===== src/rtl/ram1024x32_arbiter_pkg.sv =====
// Shared definitions for the two-port RAM1024x32 arbiter.
//   - Default address/data widths and RAM depth.
//   - Owner encoding (OWN_A / OWN_B), also used as the last-grant value.
//   - Width of the optional grant counters (RAM1024X32_ARBITER_STATS_EN).
//   - Sequencer FSM state enum.
package ram_arb_pkg;

    localparam int unsigned ADDR_W_DEF = 11;
    localparam int unsigned DATA_W_DEF = 32;
    localparam int unsigned DEPTH_DEF  = 1024;
    localparam int unsigned STATS_W    = 16;

    localparam logic OWN_A = 1'b0;
    localparam logic OWN_B = 1'b1;

    typedef enum logic [1:0] {
        IDLE  = 2'd0,
        ISSUE = 2'd1,
        WAIT  = 2'd2,
        RESP  = 2'd3
    } arb_state_e;

endpackage


===== src/rtl/ram1024x32_arbiter_if.sv =====
// Requester-side bus of the RAM1024x32 arbiter (one instance per port).
//   req/we/addr/wdata : command, driven by the requester and held until ack
//   ack               : one-cycle completion pulse
//   rdata             : read data, valid with ack for reads
//   err               : out-of-range flag, valid with ack
// Modports: master = requester, slave = arbiter.
interface ram1024x32_arbiter_if
    import ram_arb_pkg::*;
#(
    parameter int unsigned ADDR_W = ADDR_W_DEF,
    parameter int unsigned DATA_W = DATA_W_DEF
) ();

    logic              req;
    logic              we;
    logic [ADDR_W-1:0] addr;
    logic [DATA_W-1:0] wdata;
    logic              ack;
    logic [DATA_W-1:0] rdata;
    logic              err;

    modport master (
        output req, we, addr, wdata,
        input  ack, rdata, err
    );

    modport slave (
        input  req, we, addr, wdata,
        output ack, rdata, err
    );

endinterface


===== src/rtl/ram1024x32_arbiter_rr_arb2.sv =====
// Two-input round-robin grant logic with its last-grant register.
//   clk, rst_n   : clock, synchronous active-low reset
//   req_a, req_b : requests
//   upd          : record the current grant as last grant (when valid)
//   valid        : at least one request is present
//   own          : granted port (OWN_A / OWN_B)
// last_grant resets to OWN_B so port A wins the first tie.
module rr_arb2
    import ram_arb_pkg::*;
(
    input  logic clk,
    input  logic rst_n,
    input  logic req_a,
    input  logic req_b,
    input  logic upd,
    output logic valid,
    output logic own
);

    logic last_q;

    always_comb begin
        valid = req_a | req_b;
        if (req_a && req_b) begin
            own = ~last_q;
        end else if (req_b) begin
            own = OWN_B;
        end else begin
            own = OWN_A;
        end
    end

    always_ff @(posedge clk) begin
        if (!rst_n) begin
            last_q <= OWN_B;
        end else if (upd && valid) begin
            last_q <= own;
        end
    end

endmodule


===== src/rtl/ram1024x32_arbiter.sv =====
// Round-robin arbiter and sequencer in front of a single-port 1024x32 RAM.
//   clk, rst_n       : clock, synchronous active-low reset
//   port_a, port_b   : requester buses (ram1024x32_arbiter_if.slave)
//   ram_we/addr/din  : registered RAM controls
//   ram_dout         : RAM read data, valid RD_LAT cycles after the address edge
//   gnt_cnt_a/b      : saturating ack counters, only with RAM1024X32_ARBITER_STATS_EN
// Write ack arrives two cycles after the request is seen in IDLE, read ack 2+RD_LAT.
// Out-of-range commands never touch the RAM and complete with err=1, rdata=0.
module ram1024x32_arbiter
    import ram_arb_pkg::*;
#(
    parameter int unsigned ADDR_W = ADDR_W_DEF,
    parameter int unsigned DATA_W = DATA_W_DEF,
    parameter int unsigned DEPTH  = DEPTH_DEF,
    parameter int unsigned RD_LAT = 1
) (
    input  logic                clk,
    input  logic                rst_n,
    ram1024x32_arbiter_if.slave port_a,
    ram1024x32_arbiter_if.slave port_b,
    output logic                ram_we,
    output logic [ADDR_W-1:0]   ram_addr,
    output logic [DATA_W-1:0]   ram_din,
    input  logic [DATA_W-1:0]   ram_dout
`ifdef RAM1024X32_ARBITER_STATS_EN
    ,
    output logic [STATS_W-1:0]  gnt_cnt_a,
    output logic [STATS_W-1:0]  gnt_cnt_b
`endif
);

    localparam int unsigned CntW = (RD_LAT > 1) ? $clog2(RD_LAT) : 1;

    function automatic logic in_range(input logic [ADDR_W-1:0] a);
        return 32'(a) < DEPTH;
    endfunction

    arb_state_e          state_q, state_d;
    logic [CntW-1:0]     cnt_q, cnt_d;
    logic                own_q, own_d;
    logic                we_q, we_d;
    logic                oor_q, oor_d;
    logic                ram_we_q, ram_we_d;
    logic [ADDR_W-1:0]   ram_addr_q, ram_addr_d;
    logic [DATA_W-1:0]   ram_din_q, ram_din_d;
    logic                ack_a_q, ack_a_d, ack_b_q, ack_b_d;
    logic                err_a_q, err_a_d, err_b_q, err_b_d;
    logic [DATA_W-1:0]   rdata_a_q, rdata_a_d, rdata_b_q, rdata_b_d;

    logic                gnt_valid, gnt_own, arb_upd;
    logic                sel_we;
    logic [ADDR_W-1:0]   sel_addr;
    logic [DATA_W-1:0]   sel_wdata;

    rr_arb2 u_rr_arb2 (
        .clk   (clk),
        .rst_n (rst_n),
        .req_a (port_a.req),
        .req_b (port_b.req),
        .upd   (arb_upd),
        .valid (gnt_valid),
        .own   (gnt_own)
    );

    always_comb begin
        sel_we    = (gnt_own == OWN_B) ? port_b.we    : port_a.we;
        sel_addr  = (gnt_own == OWN_B) ? port_b.addr  : port_a.addr;
        sel_wdata = (gnt_own == OWN_B) ? port_b.wdata : port_a.wdata;
    end

    always_comb begin
        state_d    = state_q;
        cnt_d      = cnt_q;
        own_d      = own_q;
        we_d       = we_q;
        oor_d      = oor_q;
        ram_we_d   = 1'b0;
        ram_addr_d = ram_addr_q;
        ram_din_d  = ram_din_q;
        ack_a_d    = 1'b0;
        ack_b_d    = 1'b0;
        err_a_d    = 1'b0;
        err_b_d    = 1'b0;
        rdata_a_d  = rdata_a_q;
        rdata_b_d  = rdata_b_q;
        arb_upd    = 1'b0;

        unique case (state_q)
            IDLE: begin
                if (gnt_valid) begin
                    arb_upd    = 1'b1;
                    own_d      = gnt_own;
                    we_d       = sel_we;
                    oor_d      = ~in_range(sel_addr);
                    // RAM controls are registered, so load them now to be live during ISSUE.
                    ram_we_d   = sel_we & in_range(sel_addr);
                    ram_addr_d = sel_addr;
                    ram_din_d  = sel_wdata;
                    state_d    = ISSUE;
                end
            end
            ISSUE: begin
                if (oor_q || we_q) begin
                    state_d = RESP;
                    ack_a_d = (own_q == OWN_A);
                    ack_b_d = (own_q == OWN_B);
                    err_a_d = (own_q == OWN_A) & oor_q;
                    err_b_d = (own_q == OWN_B) & oor_q;
                    if (oor_q) begin
                        if (own_q == OWN_A) begin
                            rdata_a_d = '0;
                        end else begin
                            rdata_b_d = '0;
                        end
                    end
                end else begin
                    state_d = WAIT;
                    cnt_d   = CntW'(RD_LAT - 1);
                end
            end
            WAIT: begin
                if (cnt_q == '0) begin
                    state_d = RESP;
                    ack_a_d = (own_q == OWN_A);
                    ack_b_d = (own_q == OWN_B);
                    if (own_q == OWN_A) begin
                        rdata_a_d = ram_dout;
                    end else begin
                        rdata_b_d = ram_dout;
                    end
                end else begin
                    cnt_d = cnt_q - CntW'(1);
                end
            end
            RESP: begin
                // Requests are ignored here so a held req is not re-issued.
                state_d = IDLE;
            end
            default: state_d = IDLE;
        endcase
    end

    always_ff @(posedge clk) begin
        if (!rst_n) begin
            state_q    <= IDLE;
            cnt_q      <= '0;
            own_q      <= OWN_A;
            we_q       <= 1'b0;
            oor_q      <= 1'b0;
            ram_we_q   <= 1'b0;
            ram_addr_q <= '0;
            ram_din_q  <= '0;
            ack_a_q    <= 1'b0;
            ack_b_q    <= 1'b0;
            err_a_q    <= 1'b0;
            err_b_q    <= 1'b0;
            rdata_a_q  <= '0;
            rdata_b_q  <= '0;
        end else begin
            state_q    <= state_d;
            cnt_q      <= cnt_d;
            own_q      <= own_d;
            we_q       <= we_d;
            oor_q      <= oor_d;
            ram_we_q   <= ram_we_d;
            ram_addr_q <= ram_addr_d;
            ram_din_q  <= ram_din_d;
            ack_a_q    <= ack_a_d;
            ack_b_q    <= ack_b_d;
            err_a_q    <= err_a_d;
            err_b_q    <= err_b_d;
            rdata_a_q  <= rdata_a_d;
            rdata_b_q  <= rdata_b_d;
        end
    end

    assign ram_we       = ram_we_q;
    assign ram_addr     = ram_addr_q;
    assign ram_din      = ram_din_q;
    assign port_a.ack   = ack_a_q;
    assign port_a.err   = err_a_q;
    assign port_a.rdata = rdata_a_q;
    assign port_b.ack   = ack_b_q;
    assign port_b.err   = err_b_q;
    assign port_b.rdata = rdata_b_q;

`ifdef RAM1024X32_ARBITER_STATS_EN
    logic [STATS_W-1:0] gnt_cnt_a_q, gnt_cnt_b_q;

    // Counted on the same edge that raises ack, so the count tracks visible acks.
    always_ff @(posedge clk) begin
        if (!rst_n) begin
            gnt_cnt_a_q <= '0;
            gnt_cnt_b_q <= '0;
        end else begin
            if (ack_a_d && (gnt_cnt_a_q != '1)) begin
                gnt_cnt_a_q <= gnt_cnt_a_q + STATS_W'(1);
            end
            if (ack_b_d && (gnt_cnt_b_q != '1)) begin
                gnt_cnt_b_q <= gnt_cnt_b_q + STATS_W'(1);
            end
        end
    end

    assign gnt_cnt_a = gnt_cnt_a_q;
    assign gnt_cnt_b = gnt_cnt_b_q;
`endif

endmodule


===== src/flat_wrapper.sv =====
// flat-port wrapper written by rule: the top's interface ports become plain ports
module ram1024x32_arbiter_flat import ram_arb_pkg::*;
#(
    parameter int unsigned ADDR_W = ADDR_W_DEF,
    parameter int unsigned DATA_W = DATA_W_DEF,
    parameter int unsigned DEPTH  = DEPTH_DEF,
    parameter int unsigned RD_LAT = 1
)
  (clk, rst_n, ram_we, ram_addr, ram_din, ram_dout, port_a_req, port_a_we, port_a_addr, port_a_wdata, port_a_ack, port_a_rdata, port_a_err, port_b_req, port_b_we, port_b_addr, port_b_wdata, port_b_ack, port_b_rdata, port_b_err);
  ram1024x32_arbiter_if #(.ADDR_W(ADDR_W), .DATA_W(DATA_W)) port_a_i ();
  ram1024x32_arbiter_if #(.ADDR_W(ADDR_W), .DATA_W(DATA_W)) port_b_i ();
  input  logic clk;
  input  logic rst_n;
  output logic ram_we;
  output logic [ADDR_W-1:0] ram_addr;
  output logic [DATA_W-1:0] ram_din;
  input  logic [DATA_W-1:0] ram_dout;
  input wire logic [$bits(port_a_i.req)-1:0] port_a_req;
  input wire logic [$bits(port_a_i.we)-1:0] port_a_we;
  input wire logic [$bits(port_a_i.addr)-1:0] port_a_addr;
  input wire logic [$bits(port_a_i.wdata)-1:0] port_a_wdata;
  output wire logic [$bits(port_a_i.ack)-1:0] port_a_ack;
  output wire logic [$bits(port_a_i.rdata)-1:0] port_a_rdata;
  output wire logic [$bits(port_a_i.err)-1:0] port_a_err;
  input wire logic [$bits(port_b_i.req)-1:0] port_b_req;
  input wire logic [$bits(port_b_i.we)-1:0] port_b_we;
  input wire logic [$bits(port_b_i.addr)-1:0] port_b_addr;
  input wire logic [$bits(port_b_i.wdata)-1:0] port_b_wdata;
  output wire logic [$bits(port_b_i.ack)-1:0] port_b_ack;
  output wire logic [$bits(port_b_i.rdata)-1:0] port_b_rdata;
  output wire logic [$bits(port_b_i.err)-1:0] port_b_err;
  assign port_a_i.req = port_a_req;
  assign port_a_i.we = port_a_we;
  assign port_a_i.addr = port_a_addr;
  assign port_a_i.wdata = port_a_wdata;
  assign port_a_ack = port_a_i.ack;
  assign port_a_rdata = port_a_i.rdata;
  assign port_a_err = port_a_i.err;
  assign port_b_i.req = port_b_req;
  assign port_b_i.we = port_b_we;
  assign port_b_i.addr = port_b_addr;
  assign port_b_i.wdata = port_b_wdata;
  assign port_b_ack = port_b_i.ack;
  assign port_b_rdata = port_b_i.rdata;
  assign port_b_err = port_b_i.err;
  ram1024x32_arbiter #(.ADDR_W(ADDR_W), .DATA_W(DATA_W), .DEPTH(DEPTH), .RD_LAT(RD_LAT)) u_core (.clk(clk), .rst_n(rst_n), .port_a(port_a_i), .port_b(port_b_i), .ram_we(ram_we), .ram_addr(ram_addr), .ram_din(ram_din), .ram_dout(ram_dout));
endmodule

===== config.mk =====
export PLATFORM = sky130hd
export DESIGN_NAME = ram1024x32_arbiter_flat
export DESIGN_NICKNAME = d
export VERILOG_FILES = /design/src/rtl/ram1024x32_arbiter_pkg.sv /design/src/rtl/ram1024x32_arbiter_if.sv /design/src/rtl/ram1024x32_arbiter_rr_arb2.sv /design/src/rtl/ram1024x32_arbiter.sv /design/src/flat_wrapper.sv
export SDC_FILE = /design/constraint.sdc
export NUM_CORES = 1
export LEC_CHECK = 0
export ABC_CLOCK_PERIOD_IN_PS = 5300
export CAP_MARGIN = 20
export CELL_PAD_IN_SITES_DETAIL_PLACEMENT = 2
export CELL_PAD_IN_SITES_GLOBAL_PLACEMENT = 2
export CORE_MARGIN = 2
export CORE_UTILIZATION = 24
export CTS_CLUSTER_SIZE = 8
export DETAILED_ROUTE_END_ITERATION = 16
export PLACE_DENSITY_LB_ADDON = 0.1
export SKIP_CTS_REPAIR_TIMING = 1
export SYNTH_ARGS = -nofsm -noshare
export SYNTH_HDL_FRONTEND = slang
export SYNTH_SLANG_ARGS = --single-unit

===== constraint.sdc =====
create_clock -name clk -period 5.3 [get_ports clk]
set_clock_uncertainty 0.2 [all_clocks]
set_input_delay 1.06 -clock clk [delete_from_list [all_inputs] [get_ports clk]]
set_output_delay 1.06 -clock clk [all_outputs]
set_load 0.005 [all_outputs]

run_1/layers.png
Only two layers are drawn.
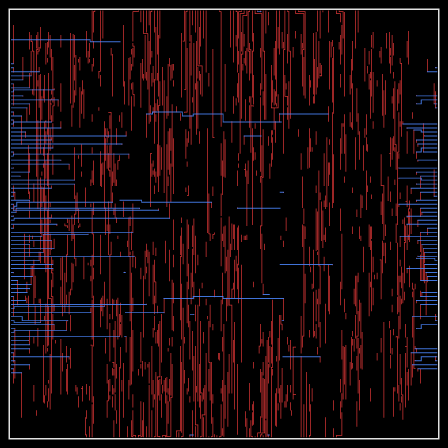
legend:
  M2:
    color: red
    wire_length: 9,140 um
  M3:
    color: blue
    wire_length: 1,670 um
drt total wl: 18.49 mm
total track usage: 0.1748

run_1/ff_map.png
Scale bar: 50 um.
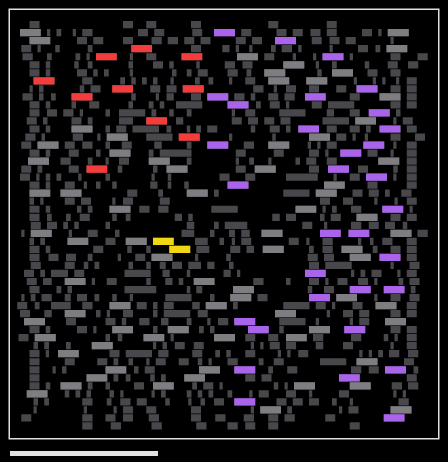
legend:
  u_core.port_b.rdata:
    color: purple
    sequential_cells: 32
  u_core.ram_addr:
    color: red
    sequential_cells: 10
  u_core.state_q:
    color: yellow
    sequential_cells: 2

run_1/util_map.png
Scale bar: 50 um. 15 x 15 tiles, from dark purple (low) to yellow (high), 0 to 100% covered.
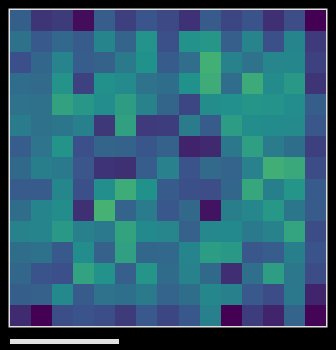
nearly empty tiles: 1.8%
fullest tile: 65%
densest ninth of the die: east
mean over tiles: 36%

run_1/clock_nets.png
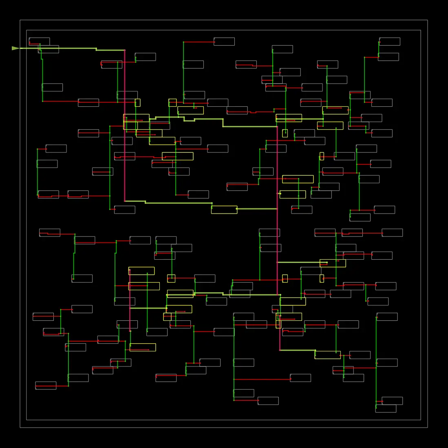
power in the clock group: 0.00114 W
CTS buffer count: 17
Flops: 117

==> impl_metrics.py, run 1 <==
# Generated from Yosys and OpenROAD reports
metrics = {
    "run_status": {
        "outcome": "finished clean",
    },
    "yosys": {
        "async_reset_ff_frac": 0,
        "ys_warn_count": 0,
        "most_common_cell": "dfxtp_1",
        "ff_type": "dfxtp_1",
        "top_area_frac": 0.4906,
        "synth_stat.cells": 538,
        "synth_area_leader_cell": "dfxtp_1",
        "ys_ff": 117,
        "ys_chip_area_sq_um": 4775,
        "syn_avg_cell_area_sq_um": 8.875,
        "syn_inst": 538,
    },
    "clocking": {
        "cts_root_buffer": "clkbuf_16",
        "cts_max_path_buffers": 2,
        "clock.latency.late_pin_ps": 410,
        "h-tree-depth": 4,
    },
    "power_and_ir_drop": {
        "leakage_nw": 3.136,
        "clkPwrFrac": 0.289,
        "internal_power_w": 0.002593,
        "seqPwrFrac": 0.300,
    },
    "placement": {
        "dpl-instance-area_sq_um": 7257,
        "portBuffers": 235,
        "dp_hpwl_mm": 12.93,
        "place_ws_ps": 1841,
        "routabilityCongestion": 0.7491,
    },
    "global_route": {
        "top_usage_layer": "met2",
        "antenna_found_initial": 0,
        "first_global_vias": 5364,
        "use_met2": 0.3043,
        "overflow": 0,
    },
    "setup_path": {
        "slowest_stage": "a21boi_4",
        "endpoint_kind": "flop",
        "path_max_fanout": 34,
        "cpPeakStageDelay_ps": 850,
        "cp_cell_sequence": "clkdlybuf4s50_1 -> a21boi_4 -> buf_4 -> a21oi_1 -> a21oi_1",
        "cp_top_family": "AND-OR/OR-AND gates",
        "crit_required_ps": 5430,
        "cp-start-kind": "primary input",
        "cp.arrival_ps": 3160,
    },
    "timing": {
        "finalSetupTns_ps": 0,
        "finalHoldViolations": 0,
        "worstMarginPinSlew_ps": 1056,
        "setup_viol": 0,
        "slew_violations": 0,
    },
    "route": {
        "routed-wl-met2_mm": 9.136,
        "drcViolationCount": 0,
        "drt-met1-wl_mm": 7.406,
        "avgViaCountPerCell": 4.640,
        "wl_met3_mm": 1.669,
        "dr_total_vias": 4779,
    },
    "die": {
        "rows": 51,
        "initial_core_util": 0.2453,
        "core_sq_um": 19460,
        "io_pins": 236,
        "dieArea_sq_um": 21040,
    },
    "run": {
        "max_cap_violations": 0,
    },
    "min_path": {
        "min_path_type": "reg -> reg",
    },
    "cells_and_area": {
        "mostFrequentLayoutCell": "clkdlybuf4s50_1",
        "drive_gt1_frac": 0.05490,
        "logic_area_sq_um": 2166,
        "mostFrequentLayoutCells": "clkdlybuf4s50_1, dfxtp_1, nand2_1",
        "final_area_sq_um": 7836,
        "area.sequential_sq_um": 2342,
        "num_antenna_cells": 0,
    },
}
run 1: kinds of logic after synthesis:
| kind of cell | after synthesis | synth area share |
|---|---|---|
| AND-OR/OR-AND | 149 | 0.1648 |
| adder cells (fa/ha/maj) | 4 | 0.01048 |
| buffers and inverters | 49 | 0.05922 |
| flip-flops | 117 | 0.4906 |
| multiplexers | 65 | 0.1363 |
| AND/OR/NAND/NOR | 154 | 0.1386 |
run 1: through the flow:
stage	util	hold slack, ps
2_1_floorplan	-	254.9
3_3_place_gp	0.3729	246.8
3_5_place_dp	0.3729	258.0
4_1_cts	0.4026	266.0
5_1_grt	0.4026	284.6
6_report	0.4026	257.9
run 1: path summary, 6_finish.rpt:
kind	startpoint	end	slack [ps]	cells after the start
worst max-delay path	port_b_req	u_core.oor_q	2270	5
worst min-delay path	u_core.port_a.rdata[7]	u_core.port_a.rdata[7]	260	2
worst max register to register	u_core.state_q[0]	u_core.port_b.rdata[3]	2700	7
worst min register to register	u_core.port_a.rdata[7]	u_core.port_a.rdata[7]	260	2
run 1: power groups by stage:
| stage | clock network [W] | logic (W) | registers, W |
|---|---|---|---|
| after floorplan | 0 | 0.000964 | 0.00120 |
| after global placement | 0 | 0.00161 | 0.00120 |
| after detailed placement | 0 | 0.00167 | 0.00121 |
| after CTS | 0.00119 | 0.00168 | 0.00119 |
| after global routing | 0.00122 | 0.00179 | 0.00122 |
| final | 0.00114 | 0.00163 | 0.00119 |
run 1: final cells by class:
class / instances / area share
clock buffers: 20 / 0.05700
clock inverters: 10 / 0.01692
inverters: 4 / 0.001916
multi-input cells: 372 / 0.2764
flip-flops and latches: 117 / 0.2989
well taps: 265 / 0.04231
repair buffers: 242 / 0.3066
==> run 1 -> run 2 <==
--- a/config.mk
+++ b/config.mk
@@ -5,12 +5,12 @@
 export SDC_FILE = /design/constraint.sdc
 export NUM_CORES = 1
 export LEC_CHECK = 0
-export ABC_CLOCK_PERIOD_IN_PS = 5300
+export ABC_CLOCK_PERIOD_IN_PS = 2700
 export CAP_MARGIN = 20
 export CELL_PAD_IN_SITES_DETAIL_PLACEMENT = 2
 export CELL_PAD_IN_SITES_GLOBAL_PLACEMENT = 2
 export CORE_MARGIN = 2
-export CORE_UTILIZATION = 24
+export CORE_UTILIZATION = 20
 export CTS_CLUSTER_SIZE = 8
 export DETAILED_ROUTE_END_ITERATION = 16
 export PLACE_DENSITY_LB_ADDON = 0.1
==> constraint.sdc (replaced) <==
create_clock -name clk -period 2.7 [get_ports clk]
set_clock_uncertainty 0.2 [all_clocks]
set_input_delay 0.54 -clock clk [delete_from_list [all_inputs] [get_ports clk]]
set_output_delay 0.54 -clock clk [all_outputs]
set_load 0.005 [all_outputs]
==> run 2 against run 1 <==
  * Count of clock-buffer cells in the layout down 3
  * Register-to-register slack worse by 2100 ps
  * Cell count up 5.9%
  * Hold slack better by 4.8 ps
  * Die size up 19%
  * Critical path type is now reg -> reg
  * Setup slack worse by 1700 ps
  * Largest cell class unchanged
  * Sequential power up 96%
  * Flip-flop count unchanged
  * Synthesized cell count unchanged
  * Non-clock buffer count up 4
  * First-iteration DRC count up 61%
  * Sequential share of layout area down 0.71 points
==> impl_metrics.py, run 2 <==
# Generated from Yosys and OpenROAD reports
metrics = {
    "global_route": {
        "grt_max_degree": 60,
        "first_global_vias": 5410,
        "use_met3": 0.06587,
        "top_usage_layer": "met2",
        "antenna_found_initial": 1,
        "overflow": 0,
        "use_met2": 0.2710,
    },
    "route": {
        "first_pass_iters": 4,
        "ant_nets": 0,
        "avgViaCountPerCell": 4.413,
        "drcViolationCount": 0,
    },
    "cells_and_area": {
        "nets": 886,
        "final_area_sq_um": 8028,
        "areaGrowthSynthToFinish_pct": 68.13,
        "mostFrequentLayoutCell": "clkdlybuf4s50_1",
        "mostFrequentLayoutCells": "clkdlybuf4s50_1, dfxtp_1, nand2_1",
        "drive_gt1_frac": 0.06485,
    },
    "timing": {
        "worstMarginPinSlew_ps": 787.3,
        "period_used_share": 0.7917,
        "setup_viol": 0,
        "finalSetupTns_ps": 0,
        "finalHoldViolations": 0,
        "finalWorstSetupSlack_ps": 562.3,
        "holdWs_ps": 262.7,
        "slew_violations": 0,
        "rsz0062_at_grt": "no",
    },
    "setup_path": {
        "cp.arrival_ps": 2270,
        "cp-start-kind": "flop",
        "cp_top_family": "AND-OR/OR-AND gates",
        "worstPathBufferInverterCount": 2,
        "cpPeakStageDelay_ps": 630,
        "endpoint_kind": "flop",
        "criticalPathCategory": "reg -> reg",
        "crit_required_ps": 2830,
        "slowest_stage": "o211ai_4",
        "cp_cell_sequence": "inv_1 -> ha_1 -> nor2_1 -> o211ai_4 -> buf_12 -> mux2i_1",
        "path_max_fanout": 18,
    },
    "yosys": {
        "synth_stat.cells": 538,
        "edf_count": 0,
        "ff_type": "dfxtp_1",
        "most_common_cell": "dfxtp_1",
        "synth_seq_share": 0.4906,
        "top_area_frac": 0.4906,
        "syn_avg_cell_area_sq_um": 8.875,
        "ys_chip_area_sq_um": 4775,
        "syn_inst": 538,
        "synth_area_leader_cell": "dfxtp_1",
        "ys_warn_count": 0,
        "synthTopCellsByArea": "dfxtp_1, mux2i_1, a21oi_1",
        "ys_ff": 117,
        "async_reset_ff_frac": 0,
    },
    "placement": {
        "routabilityCongestion": 0.7091,
        "dp.cells": 1058,
        "dpl-instance-area_sq_um": 7430,
        "portBuffers": 235,
        "dp_hpwl_mm": 13.44,
        "place_ws_ps": 307.3,
    },
    "run": {
        "max_cap_violations": 0,
        "warnings": 29,
    },
    "power_and_ir_drop": {
        "pg_comb_w": 0.00338,
        "internal_power_w": 0.005142,
        "leakage_nw": 3.195,
        "peakVddDrop_mv": 0.5726,
        "p_total_w": 0.008010,
        "p_sw_w": 0.002868,
        "seqPwrFrac": 0.291,
        "power_leader": "combinational cells",
        "clkPwrFrac": 0.286,
        "pwr-share-comb": 0.422,
        "p_clk_w": 0.00229,
    },
    "clocking": {
        "clock.latency.late_pin_ps": 410,
        "cts_max_path_buffers": 2,
        "cts_root_buffer": "clkbuf_16",
        "clk_pin_slew_ps": 60,
        "h-tree-depth": 4,
        "cts_buffers": 17,
        "cts_sinks": 117,
    },
    "die": {
        "core_sq_um": 23470,
        "dieArea_sq_um": 25130,
        "rows": 56,
        "io_pins": 236,
        "die-height_um": 158.5,
        "initial_core_util": 0.2034,
    },
    "min_path": {
        "min_path_type": "reg -> reg",
    },
    "run_status": {
        "outcome": "finished clean",
    },
}
[run 2: cell counts after synthesis]
Identical to the previous run, type by type.
[run 2: worst reg2reg max path: cells and delay by family, from the launching register on]
kind	cells	cell delay, ps
buffers and inverters	2	410
DFF	1	320
adders and majority gates	1	210
muxes	1	210
and+or+nand+nor	1	80
AOI/OAI and AO/OA	1	630
[run 2: kinds of logic (layout without fill, tap and decap cells)]
kind of cell | count (synthesis) | after routing | share of synthesized area
compound gates | 149 | 149 | 0.1648
fa+ha+maj | 4 | 4 | 0.01048
buf+inv | 49 | 282 | 0.05922
flops | 117 | 117 | 0.4906
mux | 65 | 65 | 0.1363
other cells | 0 | 1 | 0
simple gates | 154 | 154 | 0.1386
[run 2: final cells by class]
cell class	count	area (sq um)
Fill cell	2601	15440
Timing Repair Buffer	246	2507
Sequential cell	117	2342
Multi-Input combinational cell	372	2166
Clock buffer	17	425.4
Tap cell	319	399.1
Clock inverter	15	170.2
Inverter	4	15.01
Antenna cell	1	2.502
[run 2: path summary, 6_finish.rpt]
kind	start	endpoint	slack (ps)	cells past startpoint
worst max register to register	u_core.state_q[1]	u_core.port_b.rdata[13]	560	6
worst min register to register	u_core.port_a.rdata[1]	u_core.port_a.rdata[1]	260	2
worst max-delay path	u_core.state_q[1]	u_core.port_b.rdata[13]	560	6
worst min-delay path	u_core.port_a.rdata[1]	u_core.port_a.rdata[1]	260	2
[run 2: layer usage]
| layer | up-vias | share of wire |
|---|---|---|
| li1 | 2295 | - |
| met4 | 0 | 0.0063 |
| met5 | - | 0 |
| met1 | 2360 | 0.42 |
| met2 | 149 | 0.50 |
| met3 | 11 | 0.078 |
run_2/route_heat.png
32 x 32 tiles, from dark purple (low) to yellow (high), scaled to the fullest tile. Values are wire area over tile area, all layers added.
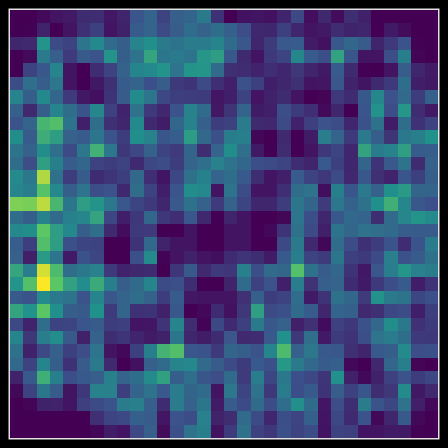
densest ninth of the die: west
tiles over half the peak: 5.9%
fullest tile: 0.49
nearly empty tiles: 7.6%
drt total wl: 19.10 mm
Via Count: 4,815
total track usage: 0.1541

run_2/layers.png
Only two layers are drawn.
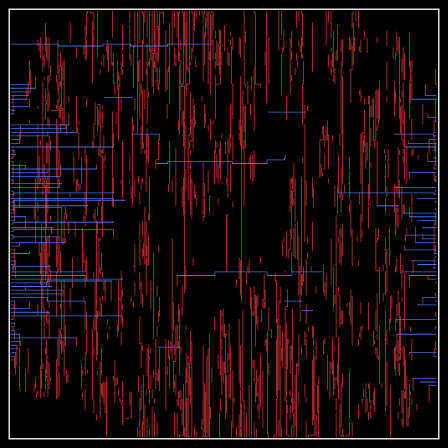
legend:
  M2:
    color: red
    wire_length: 9,540 um
  M3:
    color: blue
    wire_length: 1,490 um
routed len/inst: 17.50 um

run_2/ff_map.png
Scale bar: 50 um.
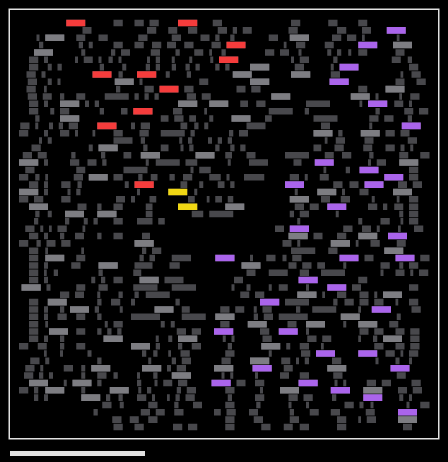
legend:
  u_core.port_b.rdata:
    color: purple
    sequential_cells: 32
  u_core.state_q:
    color: yellow
    sequential_cells: 2
  u_core.ram_addr:
    color: red
    sequential_cells: 10
not colored: 73
flop share of the area: 0.2918
Seq group: 0.00233 W
FF/Latch Area: 2342 sq um
Util after Layout: 0.3420

Power figures rest on the tool's default switching activity, not on a simulated workload.
